### src/rtl/panda_pkg.sv
// Shared types for the panda MEM stage: pipeline register layouts, access widths and LSU states.
package panda_pkg;

  typedef enum logic [1:0] {
    RD_DATA_ALU    = 2'd0,
    RD_DATA_LOAD   = 2'd1,
    RD_DATA_PC_INC = 2'd2,
    RD_DATA_IMM    = 2'd3
  } rd_data_sel_e;

  typedef enum logic [1:0] {
    LSU_BYTE = 2'd0,
    LSU_HALF = 2'd1,
    LSU_WORD = 2'd2
  } lsu_width_e;

  typedef enum logic [1:0] {
    IDLE        = 2'd0,
    WAIT_GNT    = 2'd1,
    WAIT_RVALID = 2'd2
  } lsu_state_e;

  typedef struct packed {
    logic [31:0]  pc_inc;
    logic [31:0]  alu_result;
    logic [31:0]  imm;
    rd_data_sel_e rd_data_sel;
    logic [4:0]   rd_addr;
    logic         rd_we;
    logic         lsu_store;
    lsu_width_e   lsu_width;
    logic         lsu_load_unsigned;
    logic [31:0]  rs2_data;
  } ex_mem_t;

  typedef struct packed {
    logic [31:0]  pc_inc;
    logic [31:0]  alu_result;
    logic [31:0]  imm;
    rd_data_sel_e rd_data_sel;
    logic [4:0]   rd_addr;
    logic         rd_we;
    logic [31:0]  load_data;
  } mem_wb_t;

  function automatic logic is_misaligned(input lsu_width_e width, input logic [1:0] offset);
    case (width)
      LSU_HALF: is_misaligned = offset[0];
      LSU_WORD: is_misaligned = (offset != 2'b00);
      default:  is_misaligned = 1'b0;
    endcase
  endfunction

endpackage

### src/rtl/panda_lsu_align.sv
// Byte-lane steering for the LSU: byte enables, replicated store data and extended load data.
module panda_lsu_align
  import panda_pkg::*;
(
  input  logic [1:0]  offset,
  input  lsu_width_e  width,
  input  logic        load_unsigned,
  input  logic [31:0] store_data,
  input  logic [31:0] rdata,
  output logic [3:0]  be,
  output logic [31:0] wdata,
  output logic [31:0] load_data
);

  logic [7:0]  byte_lane;
  logic [15:0] half_lane;

  always_comb begin
    byte_lane = rdata[7:0];
    half_lane = rdata[15:0];
    case (offset)
      2'd1: begin byte_lane = rdata[15:8];  half_lane = rdata[23:8]; end
      2'd2: begin byte_lane = rdata[23:16]; half_lane = rdata[31:16]; end
      // a half at offset 3 straddles the word; only the in-word byte survives
      2'd3: begin byte_lane = rdata[31:24]; half_lane = {8'h00, rdata[31:24]}; end
      default: ;
    endcase
  end

  always_comb begin
    be        = 4'b1111;
    wdata     = store_data;
    load_data = rdata;
    case (width)
      LSU_BYTE: begin
        be        = 4'b0001 << offset;
        wdata     = {4{store_data[7:0]}};
        load_data = {{24{byte_lane[7] & ~load_unsigned}}, byte_lane};
      end
      LSU_HALF: begin
        be        = 4'b0011 << offset;
        wdata     = {2{store_data[15:0]}};
        load_data = {{16{half_lane[15] & ~load_unsigned}}, half_lane};
      end
      default: ;
    endcase
  end

endmodule

### src/rtl/panda_lsu.sv
// MEM-stage load/store unit: request/grant/rvalid handshake FSM and the MEM/WB register.
// Define PANDA_LSU_MISALIGN_CHECK_EN to trap misaligned half/word accesses instead of issuing them.
//
// state       | meaning
// IDLE        | no access outstanding; a memory op here requests in the same cycle
// WAIT_GNT    | request held with stable address/data until the memory grants
// WAIT_RVALID | granted; waiting for the response that completes the access
module panda_lsu
  import panda_pkg::*;
(
  input  logic        clk_i,
  input  logic        rst_i,
  input  ex_mem_t     ex_mem_i,
  output mem_wb_t     mem_wb_o,
  output logic        stall_o,
  output logic        data_req_o,
  input  logic        data_gnt_i,
  input  logic        data_rvalid_i,
  output logic [31:0] data_addr_o,
  output logic        data_we_o,
  output logic [3:0]  data_be_o,
  output logic [31:0] data_wdata_o,
  input  logic [31:0] data_rdata_i,
  output logic        misaligned_o
);

  lsu_state_e  state;
  logic        is_load;
  logic        mem_op;
  logic        misaligned;
  logic        issue;
  logic [31:0] aligned_load;

  assign is_load = (ex_mem_i.rd_data_sel == RD_DATA_LOAD);
  assign mem_op  = is_load | ex_mem_i.lsu_store;

`ifdef PANDA_LSU_MISALIGN_CHECK_EN
  assign misaligned = mem_op && (state == IDLE) &&
                      is_misaligned(ex_mem_i.lsu_width, ex_mem_i.alu_result[1:0]);
`else
  assign misaligned = 1'b0;
`endif

  assign issue        = (state == IDLE) && mem_op && !misaligned;
  assign data_req_o   = issue || (state == WAIT_GNT);
  assign stall_o      = issue || (state == WAIT_GNT) || ((state == WAIT_RVALID) && !data_rvalid_i);
  assign misaligned_o = misaligned;

  // the upstream stall freezes ex_mem_i, which keeps these stable while waiting for grant
  assign data_addr_o = {ex_mem_i.alu_result[31:2], 2'b00};
  assign data_we_o   = ex_mem_i.lsu_store;

  panda_lsu_align u_align (
    .offset        (ex_mem_i.alu_result[1:0]),
    .width         (ex_mem_i.lsu_width),
    .load_unsigned (ex_mem_i.lsu_load_unsigned),
    .store_data    (ex_mem_i.rs2_data),
    .rdata         (data_rdata_i),
    .be            (data_be_o),
    .wdata         (data_wdata_o),
    .load_data     (aligned_load)
  );

  always_ff @(posedge clk_i) begin
    if (rst_i) begin
      state    <= IDLE;
      mem_wb_o <= '0;
    end else begin
      case (state)
        IDLE:        if (issue) state <= data_gnt_i ? WAIT_RVALID : WAIT_GNT;
        WAIT_GNT:    if (data_gnt_i) state <= WAIT_RVALID;
        WAIT_RVALID: if (data_rvalid_i) state <= IDLE;
        default:     state <= IDLE;
      endcase

      if (stall_o || misaligned) begin
        mem_wb_o <= '0;
      end else begin
        mem_wb_o.pc_inc      <= ex_mem_i.pc_inc;
        mem_wb_o.alu_result  <= ex_mem_i.alu_result;
        mem_wb_o.imm         <= ex_mem_i.imm;
        mem_wb_o.rd_data_sel <= ex_mem_i.rd_data_sel;
        mem_wb_o.rd_addr     <= ex_mem_i.rd_addr;
        mem_wb_o.rd_we       <= ex_mem_i.rd_we;
        mem_wb_o.load_data   <= is_load ? aligned_load : 32'h0;
      end
    end
  end

endmodule

### config.mk
export PLATFORM = sky130hd
export DESIGN_NAME = panda_lsu
export DESIGN_NICKNAME = d
export VERILOG_FILES = /design/src/rtl/panda_pkg.sv /design/src/rtl/panda_lsu_align.sv /design/src/rtl/panda_lsu.sv
export SDC_FILE = /design/constraint.sdc
export NUM_CORES = 1
export LEC_CHECK = 0
export CORE_AREA = 2 2 151 153
export CTS_CLUSTER_DIAMETER = 60
export DETAILED_ROUTE_END_ITERATION = 8
export DIE_AREA = 0 0 153 155
export GPL_TIMING_DRIVEN = 0
export SLEW_MARGIN = 15
export SYNTH_ARGS = -nofsm -noshare
export SYNTH_HDL_FRONTEND = slang
export SYNTH_SLANG_ARGS = --single-unit
export TNS_END_PERCENT = 100
### constraint.sdc
create_clock -name clk_i -period 3.2 [get_ports clk_i]
set_clock_uncertainty 0.2 [all_clocks]
set_input_delay 0.96 -clock clk_i [delete_from_list [all_inputs] [get_ports clk_i]]
set_output_delay 0.96 -clock clk_i [all_outputs]
set_load 0.005 [all_outputs]
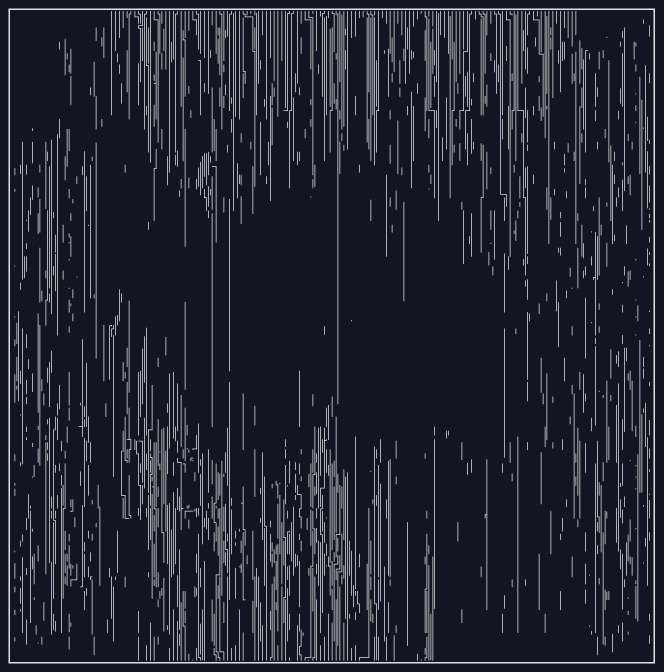
*M2 wires*
The longest straight run is 92.8 um. 915 nets have wire on it. The layer carries 9,990 um of wire. The wires run mostly vertical.

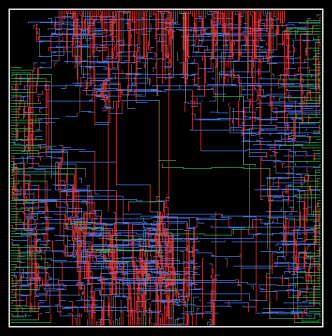
*Wiring by layer*
Key: M1 = blue [wire length 8,260 um]; M2 = red [wire length 9,990 um]; M3 = green [wire length 1,670 um]; M4 = orange [wire length 267 um]
final WL: 20,180 um
GR Util All Layers: 0.1650
drt wl/cell: 16.84 um

==> results.toml <==
# implementation run metrics
[clock_tree]
cts_sinks = 138
cts-hold-fix-buffers = 0
post-cts-setup-buffers = 5
post_cts_resized = 103
clock_path_buffers = 2
cts_tree = "built"
numCtsBuffers = 17
cts-root-buf = "clkbuf_16"
clkSlewWorstSetupHoldPaths_ns = 0.06
htreeDepth = 4
insertion_delay_ns = 0.41

[place]
portBuffers = 377
placed_area_um2 = 9326
pre_cts_ws_ns = -1.170
place.gp.congestion = 0.8370
dpl.hpwl_um = 16020
numPlacedInstances = 1161

[pwr]
max-vdd-ir-drop_mv = 0.3074
finalPower_mw = 4.633
seqPwrFrac = 0.391
p_switching_mw = 1.125
power.share.combinational = 0.168
p_int_mw = 3.508
switching_share = 0.2429
p_per_area_nw_per_um2 = 459.3
clockPowerShare = 0.441
p_leak_nw = 4.304

[finish]
fillers = 2120
drive_above_1_share = 0.1588
register_area_um2 = 2763
largest_register_ffs = 136
final_area_um2 = 10090
comb_area_um2 = 1914
mostFrequentLayoutCells = "307 x clkdlybuf4s50_1, 138 x dfxtp_1, 106 x and2_1, 52 x buf_4, 49 x dlygate4sd2_1"
largest-register = "mem_wb_o"
diodes = 0
final_common_cell = "clkdlybuf4s50_1"
nNetsFinal = 1076
largest_registers = "mem_wb_o (136), state (2)"
areaGrowthSynthToFinish_pct = 94.41

[hold_path]
min-delay-start = "state[1]"
worst_hold_path_type = "flop to flop"
holdPathEnd = "state[0]"
min_delay_path_depth = 1

[critical_path]
cp.required_ns = 2.04
critPathArrivalTime_ns = 2.02
path_class = "input port to primary output"
crit_path_start = "ex_mem_i[34]"
crit_path_end_kind = "primary output"
rr_startpoint = "state[1]"
r2r_cells = 6
reg2reg_setup_slack_ns = 1.20
reg2reg_to = "mem_wb_o[28]"
cp_max_fo = 10
start_kind = "input port"
cp-endpoint = "data_be_o[3]"

[die]
floorplan.core_util = 0.2334
die_x_um = 153
row_count = 55
design.portCount = 384
die_area_um2 = 23720
fp.dieH_um = 155
core_um2 = 22230

[final_timing]
post-route-min-period_ns = 3.179
setup_viol = 0
hold_ws_ns = 0.3579
setup_ws_ns = 0.02114
slew_headroom = 0.6569
tightestPinTransition_ns = 0.5108
hold_viol_final = 0
finalSetupTns_ns = 0
slew_viol_final = 0
finalClockPeriodUsage = 0.9934
clock.fmax_mhz = 314.6

[yosys]
mux_area_frac = 0.06414
edf_count = 0
async_flop_share = 0
ys.flops = 138
netlist_area_um2 = 5189
logic_family = "simple AND/OR/NAND/NOR gates"
synth_seq_share = 0.5324
xor_share = 0
top_cells_by_count = "138 x dfxtp_1, 106 x and2_1, 46 x buf_4"
yosysMostFrequentCell = "dfxtp_1"
simple_gate_share = 0.1852
yosysWarnings = 0
yosys_area_um2 = 5189
ff_type = "dfxtp_1"
synth_cell_types = 40
syn-instance-count = 497
topCellsByArea = "dfxtp_1 53%, and2_1 13%, buf_4 6.7%, mux2i_1 4.2%, o2bb2ai_1 2.7%"
adder_share = 0
yosys_cells = 497
synth.top_cell.area_share = 0.5324
yosysTopAreaCell = "dfxtp_1"
aoi_share = 0.1124
synth.avg_cell_area_um2 = 10.44

[global_routing]
grt_pass1_wl_um = 29770
antenna_found_initial = 0
grt_pass1_vias = 4946
grt_max_degree = 17
grt-ovfl-total = 0

[detailed_routing]
met3WireLength_um = 1665
wl_met1_um = 8256
top_layer = "met4"
avgViaCountPerCell = 4.145
drtAntennaViolNets = 0
routed-via-count = 4966
drt_iter0_markers = 185
drt_pass1_iterations = 5
drc = 0
wl_met2_um = 9985

[run_status]
outcome = "finished, final reports clean"

[flow_run]
warnings = 26
drv_cap = 0
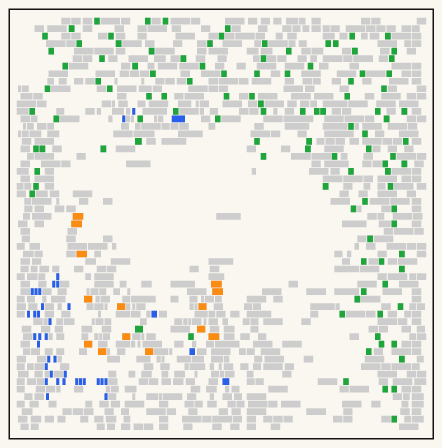
*Gate families picked out*
Key: non-inverting ao/oa cells = orange [cells 14, most used a22o_1]; nand cells = blue [cells 38, most used nand2_1, where south-west]; and/or cells = green [cells 108, most used and2_1, where spread over the die]
multi-input gate share of the layout cell area: 0.1898
Non-Filler Instances: 1,198

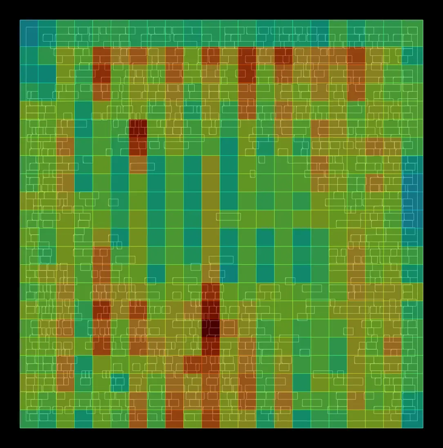
*Routing congestion*
M2 GR Usage: 0.2840
met3 Resource Use GR: 0.05515
GR peak layer: met2
post-layout util: 0.4538
met1 Use GR: 0.1940

## worst max-delay path, cell delays in order
cell	delay (ns)
buf_6	0.12
buf_8	0.13
buf_4	0.12
clkbuf_2	0.21
nand2b_1	0.19
dlygate4sd2_1	0.28
## power by group through the flow
stage,Clock (mW),Combinational [mW],Sequential [mW]
6_report,2.04,0.781,1.81
5_1_grt,2.18,0.841,1.82
4_1_cts,2.11,0.792,1.81
3_5_place_dp,0,0.795,1.85
3_3_place_gp,0,0.794,1.85
2_1_floorplan,0,0.235,1.86
## area by class of cell
type,count,area share
well taps,285,0.03535
clock buffers,19,0.04490
repair buffers,382,0.3745
inverters,10,0.003721
flip-flops and latches,138,0.2739
multi-input cells,275,0.1898
plain buffers,76,0.06239
clock inverters,13,0.01550
Power and IR drop assume default switching activity.
